**config.mk**
```make
export PLATFORM = sky130hd
export DESIGN_NAME = cfg_counter
export DESIGN_NICKNAME = d
export VERILOG_FILES = /design/src/rtl/cfg_counter_pkg.sv /design/src/rtl/cfg_counter_step.sv /design/src/rtl/cfg_counter.sv
export SDC_FILE = /design/constraint.sdc
export NUM_CORES = 1
export LEC_CHECK = 0
export ABC_AREA = 1
export CORE_UTILIZATION = 35
export CTS_CLUSTER_DIAMETER = 40
export DETAILED_ROUTE_END_ITERATION = 10
export SLEW_MARGIN = 0
export SYNTH_ARGS = -nofsm -noshare
export SYNTH_HDL_FRONTEND = slang
export SYNTH_SLANG_ARGS = --single-unit
```
**constraint.sdc**
```tcl
create_clock -name clk -period 2.06 [get_ports clk]
set_input_delay 0.206 -clock clk [delete_from_list [all_inputs] [get_ports clk]]
set_output_delay 0.206 -clock clk [all_outputs]
set_load 0.01 [all_outputs]
```
**src/rtl/cfg_counter_pkg.sv**
```systemverilog
// Shared types for the configurable counter: count modes, one-shot FSM states
// and the decoding of the raw 2-bit mode input.
package cfg_counter_pkg;

    typedef enum logic [1:0] {
        MODE_WRAP    = 2'd0,
        MODE_SAT     = 2'd1,
        MODE_ONESHOT = 2'd2
    } mode_e;

    typedef enum logic [1:0] {
        ST_IDLE = 2'd0,
        ST_RUN  = 2'd1,
        ST_DONE = 2'd2
    } state_e;

    // Encoding 3 is reserved and treated as a plain wrapping counter.
    localparam mode_e MODE_FALLBACK = MODE_WRAP;

    function automatic mode_e decode_mode(input logic [1:0] raw);
        return (raw == 2'd3) ? MODE_FALLBACK : mode_e'(raw);
    endfunction

endpackage

```
**src/rtl/cfg_counter_step.sv**
```systemverilog
// Combinational single-step datapath: next count value plus terminal-value,
// wrap and saturate indications for the current direction and mode.
module cfg_counter_step
    import cfg_counter_pkg::*;
#(
    parameter int     WIDTH   = 8,
    parameter longint MODULUS = longint'(1) << WIDTH
) (
    input  logic [WIDTH-1:0] cnt,
    input  logic             dir,
    input  mode_e            mode,
    output logic [WIDTH-1:0] nxt,
    output logic             at_tv,
    output logic             wrap_evt,
    output logic             sat_evt
);

    localparam logic [WIDTH:0] MAX_V = (WIDTH+1)'(MODULUS - 1);
    localparam logic [WIDTH:0] ONE   = (WIDTH+1)'(1);

    logic [WIDTH:0] cnt_w;
    logic [WIDTH:0] tv;
    logic [WIDTH:0] sum;

    // One extra bit so the modulus compare never depends on natural rollover.
    assign cnt_w = {1'b0, cnt};
    assign tv    = dir ? MAX_V : '0;
    assign at_tv = (cnt_w == tv);
    assign sum   = dir ? cnt_w + ONE : cnt_w - ONE;

    always_comb begin
        nxt      = sum[WIDTH-1:0];
        wrap_evt = 1'b0;
        sat_evt  = 1'b0;
        if (at_tv) begin
            case (mode)
                MODE_SAT: begin
                    nxt     = cnt;
                    sat_evt = 1'b1;
                end
                MODE_ONESHOT: nxt = cnt;
                default: begin
                    nxt      = dir ? '0 : MAX_V[WIDTH-1:0];
                    wrap_evt = 1'b1;
                end
            endcase
        end
    end

endmodule

```
**src/rtl/cfg_counter.sv**
```systemverilog
// Parametrised up/down counter with wrap/saturate/one-shot modes, sync
// clear/load, terminal-count pulse, sticky overflow and a snapshot register.
module cfg_counter
    import cfg_counter_pkg::*;
#(
    parameter int     WIDTH   = 8,
    parameter longint MODULUS = longint'(1) << WIDTH,
    parameter longint RST_VAL = 0
) (
    input  logic             clk,
    input  logic             rstn,
    input  logic             en,
    input  logic             clr,
    input  logic             load,
    input  logic [WIDTH-1:0] load_val,
    input  logic             dir,
    input  logic [1:0]       mode,
    input  logic             snap,
    output logic [WIDTH-1:0] cnt_o,
    output logic [WIDTH-1:0] nxt_o,
    output logic             tc_o,
    output logic             ovf_o,
    output logic [WIDTH-1:0] snap_o,
    output logic             busy_o,
    output logic             done_o
);

    localparam logic [WIDTH-1:0] MAX_V = WIDTH'(MODULUS - 1);
    localparam logic [WIDTH-1:0] RST_V = WIDTH'(RST_VAL);

    mode_e            md;
    state_e           state, state_d;
    logic [WIDTH-1:0] step_nxt, cnt_d, ld_val, tv_val;
    logic             at_tv, wrap_evt, sat_evt, oneshot_end;
    logic             step, tc_d, ovf_d, sat_hold, sat_hold_d;

    assign md = decode_mode(mode);

    cfg_counter_step #(.WIDTH(WIDTH), .MODULUS(MODULUS)) u_step (
        .cnt      (cnt_o),
        .dir      (dir),
        .mode     (md),
        .nxt      (step_nxt),
        .at_tv    (at_tv),
        .wrap_evt (wrap_evt),
        .sat_evt  (sat_evt)
    );

    assign ld_val = ({1'b0, load_val} > {1'b0, MAX_V}) ? MAX_V : load_val;
    assign tv_val = dir ? MAX_V : '0;
    // A one-shot run ends on the step that lands on TV (or starts already there).
    assign oneshot_end = at_tv || (step_nxt == tv_val);

    always_comb begin
        cnt_d      = cnt_o;
        state_d    = state;
        tc_d       = 1'b0;
        ovf_d      = ovf_o;
        sat_hold_d = sat_hold;
        step       = 1'b0;
        if (clr) begin
            cnt_d      = RST_V;
            state_d    = ST_IDLE;
            ovf_d      = 1'b0;
            sat_hold_d = 1'b0;
        end else if (load) begin
            cnt_d      = ld_val;
            state_d    = ST_IDLE;
            sat_hold_d = 1'b0;
        end else begin
            if (md != MODE_ONESHOT)
                state_d = ST_IDLE;
            step = en && !(md == MODE_ONESHOT && state == ST_DONE);
            if (step) begin
                cnt_d = step_nxt;
                // sat_hold marks "already pulsed for this saturation".
                sat_hold_d = sat_evt;
                if (wrap_evt || sat_evt)
                    ovf_d = 1'b1;
                if (wrap_evt || (sat_evt && !sat_hold))
                    tc_d = 1'b1;
                if (md == MODE_ONESHOT) begin
                    if (oneshot_end) begin
                        state_d = ST_DONE;
                        tc_d    = 1'b1;
                    end else begin
                        state_d = ST_RUN;
                    end
                end
            end
        end
    end

    assign nxt_o  = cnt_d;
    assign busy_o = (state == ST_RUN);
    assign done_o = (state == ST_DONE);

    always_ff @(posedge clk or negedge rstn) begin
        if (!rstn) begin
            cnt_o    <= RST_V;
            tc_o     <= 1'b0;
            ovf_o    <= 1'b0;
            snap_o   <= '0;
            state    <= ST_IDLE;
            sat_hold <= 1'b0;
        end else begin
            cnt_o    <= cnt_d;
            tc_o     <= tc_d;
            ovf_o    <= ovf_d;
            state    <= state_d;
            sat_hold <= sat_hold_d;
            if (snap)
                snap_o <= cnt_o;
        end
    end

endmodule

```
### Clock wiring as the flow saved it, run 1

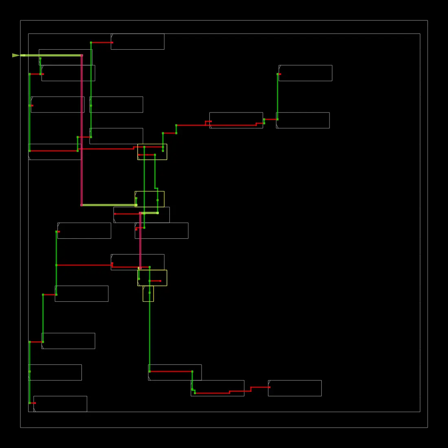
count of sequential standard cells: 21
clock latency on the worst-skew pair: 0.26 ns

### Routed metal, one colour a layer, run 1

Two of the layers only.
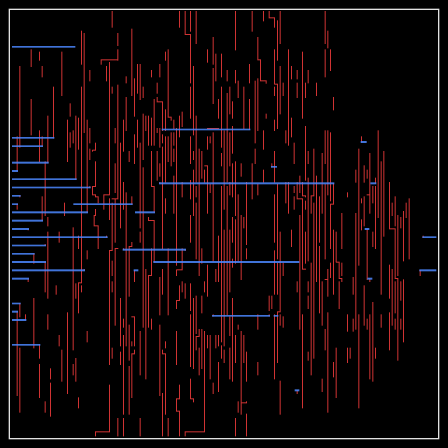
| layer | colour | wire length |
|---|---|---|
| M3 | blue | 230 um |
| M2 | red | 2430 um |

==> Implementation_results.wiki, run 1 <==
== Implementation results ==
{| class="wikitable"
! Metric !! Value
|-
| I/O Pins || 45
|-
| Logic depth of the worst path, buffers included || 12
|-
| Area fraction in mux cells || 4.14%
|-
| Final core utilization || 64.8%
|-
| Largest buffer count on any clock path || 2
|-
| Outcome || complete, but fails checks
|-
| Xor and xnor area share after synthesis || 0.536%
|-
| MI comb area || 1190 um2
|-
| Violated checks || setup timing
|-
| Count of yosys warnings during synthesis || 0
|-
| Setup slack after layout || -0.296 ns
|-
| Fraction of standard cell area that is sequential || 18.4%
|-
| Main flop type || sky130_fd_sc_hd__dfrtp_1
|-
| Fin cells || 388
|-
| Post-synth top area cell || sky130_fd_sc_hd__dfrtp_1
|-
| Fraction of area in clock buffers and inverters || 1.62%
|-
| Detailed Route Iter0 Violations || 50
|-
| Area inside the core boundary || 4410 um2
|-
| Maximum level of the CTS H-tree || 1
|-
| Ys flops || 21
|-
| Total of endpoints with negative setup slack in the final report || 12
|}
### Sequential cells coloured by netlist name, run 1

Scale bar: 20 um. Other sequential cells in the stronger grey, the rest of the logic in the fainter grey.
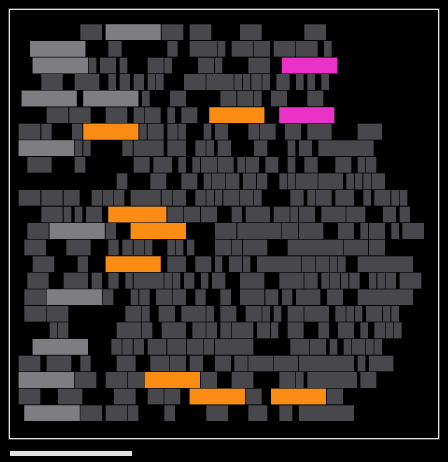
| name in the netlist | colour | flops |
|---|---|---|
| cnt_o | orange | 8 |
| state | magenta | 2 |
not coloured: 11

[run 1: Yosys cell counts (2+ instances only)]
library cell and count:
sky130_fd_sc_hd__nand3_1 26, sky130_fd_sc_hd__nand4_1 3, sky130_fd_sc_hd__a21oi_1 13, sky130_fd_sc_hd__clkbuf_1 4
sky130_fd_sc_hd__o21ai_0 19, sky130_fd_sc_hd__dfrtp_1 21, sky130_fd_sc_hd__inv_1 23, sky130_fd_sc_hd__mux2_2 6
sky130_fd_sc_hd__o211ai_1 2, sky130_fd_sc_hd__nor2_1 18, sky130_fd_sc_hd__nand2_1 58, sky130_fd_sc_hd__nand2_2 5
sky130_fd_sc_hd__ha_1 8, sky130_fd_sc_hd__clkinv_1 2, sky130_fd_sc_hd__inv_2 6, sky130_fd_sc_hd__nand2_4 4
[run 1: state kept, by name, summed over array words and instances (netlist names)]
signal	count
ovf_o	1
sat_hold	1
cnt_o	8
state	2
snap_o	8
tc_o	1
[run 1: stage by stage]
step	setup TNS, ns	instance area [um2]	power [mW]	worst slack (ns)	hold slack [ns]
global route	-3.37	2860	1.62	-0.374	0.313
floorplan	0	1630	0.779	0.0111	-0.0896
CTS	-1.77	2660	1.41	-0.200	0.290
detailed placement	-9.81	2460	1.08	-0.839	0.495
global placement	-9.37	2460	1.08	-0.808	0.493
finish	-2.06	2860	1.52	-0.296	0.282
[run 1: final timing paths]
path                                start         to  slack (ns)
worst max-delay path             cnt_o[4]   nxt_o[0]       -0.30
min in group clk                snap_o[2]  snap_o[2]        0.51
worst min-delay path                 rstn   state[1]        0.28
max in group asynchronous            rstn   cnt_o[5]        1.53
worst min register to register  snap_o[2]  snap_o[2]        0.51
worst max register to register   cnt_o[4]       tc_o       -0.20
## Run 2: what changed since run 1
--- a/config.mk
+++ b/config.mk
@@ -6,9 +6,11 @@
 export NUM_CORES = 1
 export LEC_CHECK = 0
 export ABC_AREA = 1
+export CORE_MARGIN = 1
 export CORE_UTILIZATION = 35
 export CTS_CLUSTER_DIAMETER = 40
 export DETAILED_ROUTE_END_ITERATION = 10
+export HOLD_SLACK_MARGIN = 0.05
 export SLEW_MARGIN = 0
 export SYNTH_ARGS = -nofsm -noshare
 export SYNTH_HDL_FRONTEND = slang
### Routed metal, one colour a layer, run 2

Two of the layers only.
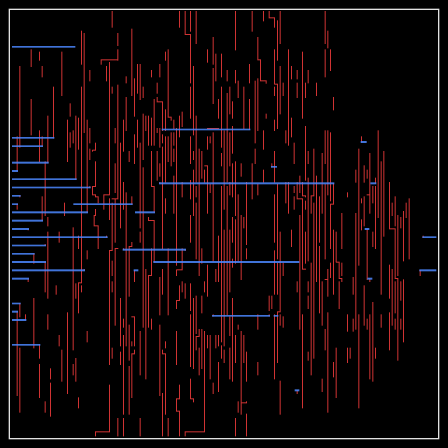
| layer | colour | wire length |
|---|---|---|
| M3 | blue | 230 um |
| M2 | red | 2430 um |

==> Implementation_results.wiki, run 2 <==
== Implementation results ==
{| class="wikitable"
! Metric !! Value
|-
| Largest buffer count on any clock path || 2 (unchanged)
|-
| CP startpoint || cnt_o[4]
|-
| Total power after layout || 1.52 mW (unchanged)
|-
| Sequence of cells on the critical path || ha_4 > nand2_4 > inv_4 > nand2_4 > nor2_8 > buf_6 > buf_6 > nand3_2 > nand2_2 > nand2_1 > a32o_2 > buf_6
|-
| Setup slack after layout || -0.296 ns (unchanged)
|-
| Number of setup buffers added after CTS || 9
|-
| Worst hold margin || 0.282 ns (unchanged)
|-
| Worst path most repeated cell || sky130_fd_sc_hd__buf_6
|-
| Top Registers || cnt_o (8), snap_o (8), state (2)
|-
| MI comb area || 1190 um2 (unchanged)
|-
| Worst hold path class || in2async
|-
| Main flop type || sky130_fd_sc_hd__dfrtp_1
|-
| Maximum level of the CTS H-tree || 1 (unchanged)
|-
| Dpl ws || -0.839 ns (unchanged)
|-
| Synth async-reset ratio || 100%
|-
| Ys flops || 21 (unchanged)
|-
| Fin cells || 388 (unchanged)
|-
| Clock-pin transition on the worst setup and hold timing paths || 0.08 ns
|-
| I/O Pins || 45 (unchanged)
|-
| Capturing element of the worst setup path || nxt_o[0]
|-
| Total of endpoints with negative setup slack in the final report || 12 (unchanged)
|-
| Yosys top cell by instances || sky130_fd_sc_hd__nand2_1
|-
| Tmin final || 2.36 ns
|-
| Maximum frequency from static timing analysis || 424 MHz
|-
| Final weighted congestion in routability-driven placement || 0.843
|-
| Final routed wirelength across all metal layers || 5220 um
|-
| Post-synth top area cell || sky130_fd_sc_hd__dfrtp_1
|-
| Detailed Route Iter0 Violations || 50 (unchanged)
|-
| Cells in synth_stat.txt || 230
|-
| Violated checks || setup timing
|-
| Post-CTS resize count || 63
|-
| Count of library flops with an enable pin || 0
|-
| Most frequent cells after synthesis || sky130_fd_sc_hd__nand2_1, sky130_fd_sc_hd__nand3_1, sky130_fd_sc_hd__inv_1, sky130_fd_sc_hd__dfrtp_1, sky130_fd_sc_hd__o21ai_0
|-
| Clock latency on the worst-skew pair || 0.26 ns (about the same)
|-
| Most common library cell in the layout ignoring fill and taps || sky130_fd_sc_hd__buf_4
|-
| Number of max-cap violations || 0
|-
| Outcome || complete, but fails checks
|-
| Clk sinks || 21
|-
| Launching point of the worst reg2reg path || cnt_o[4]
|-
| Stage delay of the slowest cell on the critical path || 0.44 ns
|-
| Critical register-to-register path endpoint || tc_o
|-
| Area inside the core boundary || 4410 um2 (unchanged)
|-
| Hpwl dp || 3790 um
|-
| Reg-to-reg setup timing slack || -0.20 ns (about the same)
|}
==> run 2: cell counts after synthesis <==
No cell type changed its count.
==> run 2: worst max-delay path: cells and delay by family, from the launching register on <==
family,cells,cell delay (ns)
and+or+nand+nor,6,0.45
DFF,1,0.44
buffers and inverters,4,0.40
adders and majority gates,1,0.33
AOI/OAI and AO/OA,1,0.25
==> run 2: logic make-up after synthesis <==
| family | Yosys count | share of synthesized area [%] |
|---|---|---|
| fa+ha+maj | 9 | 7.36 |
| compound gates | 37 | 12.3 |
| xor+xnor | 1 | 0.536 |
| mux | 6 | 4.14 |
| flops | 21 | 32.2 |
| simple gates | 120 | 34.8 |
| buf+inv | 36 | 8.74 |
==> run 2: cell type report <==
type / count / area share, %
clock buffer: 3 / 1.44
clock inverter: 1 / 0.175
inverter: 31 / 4.29
multi-input combinational: 174 / 41.5
sequential: 21 / 18.4
tap: 52 / 2.27
timing repair buffer: 106 / 31.9
==> run 2: per-layer routing <==
layer	vias up	wire length, um	track usage (%)	part of all wire [%]
li1	963	-	-	-
met1	887	2450	29.4	47
met2	42	2430	33.2	46
met3	12	230	2.45	4.4
met4	0	110	6.89	2.1
met5	-	0	0	0
==> run 2: where the power goes <==
part           internal [mW]  leakage (nW)  total [mW]  switching, mW
sequential             0.445         0.274       0.472         0.0273
combinational          0.393          1.14       0.768          0.375
clock                  0.135        0.0255       0.277          0.142
==> run 2: metrics by stage <==
| step | setup TNS [ns] | cell area [um2] | util (%) |
|---|---|---|---|
| after global routing | -3.37 | 2860 | 64.8 |
| after detailed placement | -9.81 | 2460 | 55.8 |
| final | -2.06 | 2860 | 64.8 |
| after CTS | -1.77 | 2660 | 60.3 |
| after global placement | -9.37 | 2460 | 55.8 |
| after floorplan | 0 | 1630 | - |
## Run 3: what changed since run 2
--- a/config.mk
+++ b/config.mk
@@ -6,7 +6,6 @@
 export NUM_CORES = 1
 export LEC_CHECK = 0
 export ABC_AREA = 1
-export CORE_MARGIN = 1
 export CORE_UTILIZATION = 35
 export CTS_CLUSTER_DIAMETER = 40
 export DETAILED_ROUTE_END_ITERATION = 10
### Routed metal, one colour a layer, run 3

Two of the layers only.
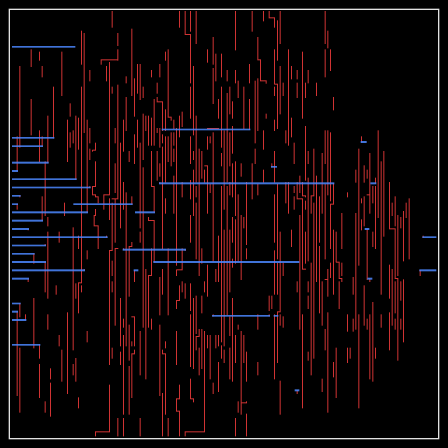
| layer | colour | wire length |
|---|---|---|
| M2 | red | 2430 um |
| M3 | blue | 230 um |

==> Implementation_results.wiki, run 3 <==
== Implementation results ==
{| class="wikitable"
! Metric !! Value
|-
| Maximum level of the CTS H-tree || 1 (unchanged)
|-
| Net switching fraction of the power || 35.9% (unchanged)
|-
| Top Registers || cnt_o (8), snap_o (8), state (2)
|-
| Hpwl dp || 3790 um (unchanged)
|-
| Fin cells || 388 (unchanged)
|-
| Combinational share of power || 50.6% (about the same)
|-
| Outcome || complete, but fails checks
|-
| Most common library cell in the layout ignoring fill and taps || sky130_fd_sc_hd__buf_4
|-
| Area of all placed cells without fillers || 2860 um2 (unchanged)
|-
| Part of the power in the clock network || 18.2% (about the same)
|-
| Final routed wirelength across all metal layers || 5220 um (unchanged)
|-
| Most frequent cells after synthesis || sky130_fd_sc_hd__nand2_1, sky130_fd_sc_hd__nand3_1, sky130_fd_sc_hd__inv_1, sky130_fd_sc_hd__dfrtp_1, sky130_fd_sc_hd__o21ai_0
|-
| Setup Total Neg Slack || -2.06 ns (unchanged)
|-
| Sequence of cells on the critical path || ha_4 > nand2_4 > inv_4 > nand2_4 > nor2_8 > buf_6 > buf_6 > nand3_2 > nand2_2 > nand2_1 > a32o_2 > buf_6
|-
| Violated checks || setup timing
|-
| Sequential cell fraction of total power || 31.1% (about the same)
|-
| Top Consumer || combinational logic
|-
| Net Switching || 0.545 mW (unchanged)
|-
| Total of endpoints with negative setup slack in the final report || 12 (unchanged)
|-
| Maximum frequency from static timing analysis || 424 MHz (unchanged)
|-
| I/O Pins || 45 (unchanged)
|-
| Stage delay of the slowest cell on the critical path || 0.44 ns (about the same)
|-
| Required time of the critical path || 1.85 ns
|-
| Post-synth top area cell || sky130_fd_sc_hd__dfrtp_1
|-
| Worst hold margin || 0.282 ns (unchanged)
|-
| Flop+latch power || 0.472 mW (about the same)
|-
| Setup slack after layout || -0.296 ns (unchanged)
|-
| Largest delay contributor family on the critical path || simple AND/OR/NAND/NOR gates
|-
| Clock-pin transition on the worst setup and hold timing paths || 0.08 ns (about the same)
|-
| Number of max-cap violations || 0 (unchanged)
|-
| Yosys top cell by instances || sky130_fd_sc_hd__nand2_1
|-
| Area inside the core boundary || 4410 um2 (unchanged)
|-
| Combinational Power || 0.768 mW (about the same)
|-
| Cells in synth_stat.txt || 230 (unchanged)
|-
| Synth async-reset ratio || 100% (unchanged)
|-
| Clock latency on the worst-skew pair || 0.26 ns (about the same)
|-
| Buf/Inv on CP || 4 (unchanged)
|-
| Worst hold path class || in2async
|-
| Total power after layout || 1.52 mW (unchanged)
|-
| Reported clock group power || 0.277 mW (about the same)
|-
| Ys flops || 21 (unchanged)
|-
| Count of library flops with an enable pin || 0 (unchanged)
|-
| Clk sinks || 21 (unchanged)
|}
==> run 3: path summary, 6_finish.rpt <==
| check | to | startpoint | cells after the start | slack, ns |
|---|---|---|---|---|
| worst max-delay path | nxt_o[0] | cnt_o[4] | 12 | -0.30 |
| worst min-delay path | state[1] | rstn | 2 | 0.28 |
| worst max register to register | tc_o | cnt_o[4] | 16 | -0.20 |
| worst min register to register | snap_o[2] | snap_o[2] | 1 | 0.51 |
| max in group asynchronous | cnt_o[5] | rstn | 2 | 1.53 |
| min in group clk | snap_o[2] | snap_o[2] | 1 | 0.51 |
==> run 3: kinds of logic (layout without fill, tap and decap cells) <==
group / count (synthesis) / count (layout) / synth area share (%)
AOI/OAI and AO/OA: 37 / 37 / 12.3
xor gates and xnor gates: 1 / 1 / 0.536
adders and majority gates: 9 / 9 / 7.36
buffers and inverters: 36 / 141 / 8.74
DFF: 21 / 21 / 32.2
muxes: 6 / 6 / 4.14
and+or+nand+nor: 120 / 121 / 34.8
==> run 3: what timing repair did <==
| item | 4_1_cts | 5_1_grt |
|---|---|---|
| cloned | 1 | 0 |
| pin swaps | 16 | 40 |
| setup buffers | 9 | 8 |
| resized | 63 | 40 |
| endpoints found under the setup margin | 12 | 11 |
| hold endpoints to repair | 0 | 0 |
==> run 3: per-layer routing <==
layer	track usage, %	up-vias	wire, um	part of all wire (%)
met5	0	-	0	0
met4	6.89	0	110	2.1
met3	2.45	12	230	4.4
met2	33.2	42	2430	46
met1	29.4	887	2450	47
li1	-	963	-	-
==> run 3: final cells by class <==
cell class	count	area, um2
Tap cell	52	65.1
Clock inverter	1	5.00
Fill cell	390	1550
Multi-Input combinational cell	174	1190
Clock buffer	3	41.3
Sequential cell	21	527
Inverter	31	123
Timing Repair Buffer	106	913
No activity file was given, so power comes from the tool's default toggle rates.
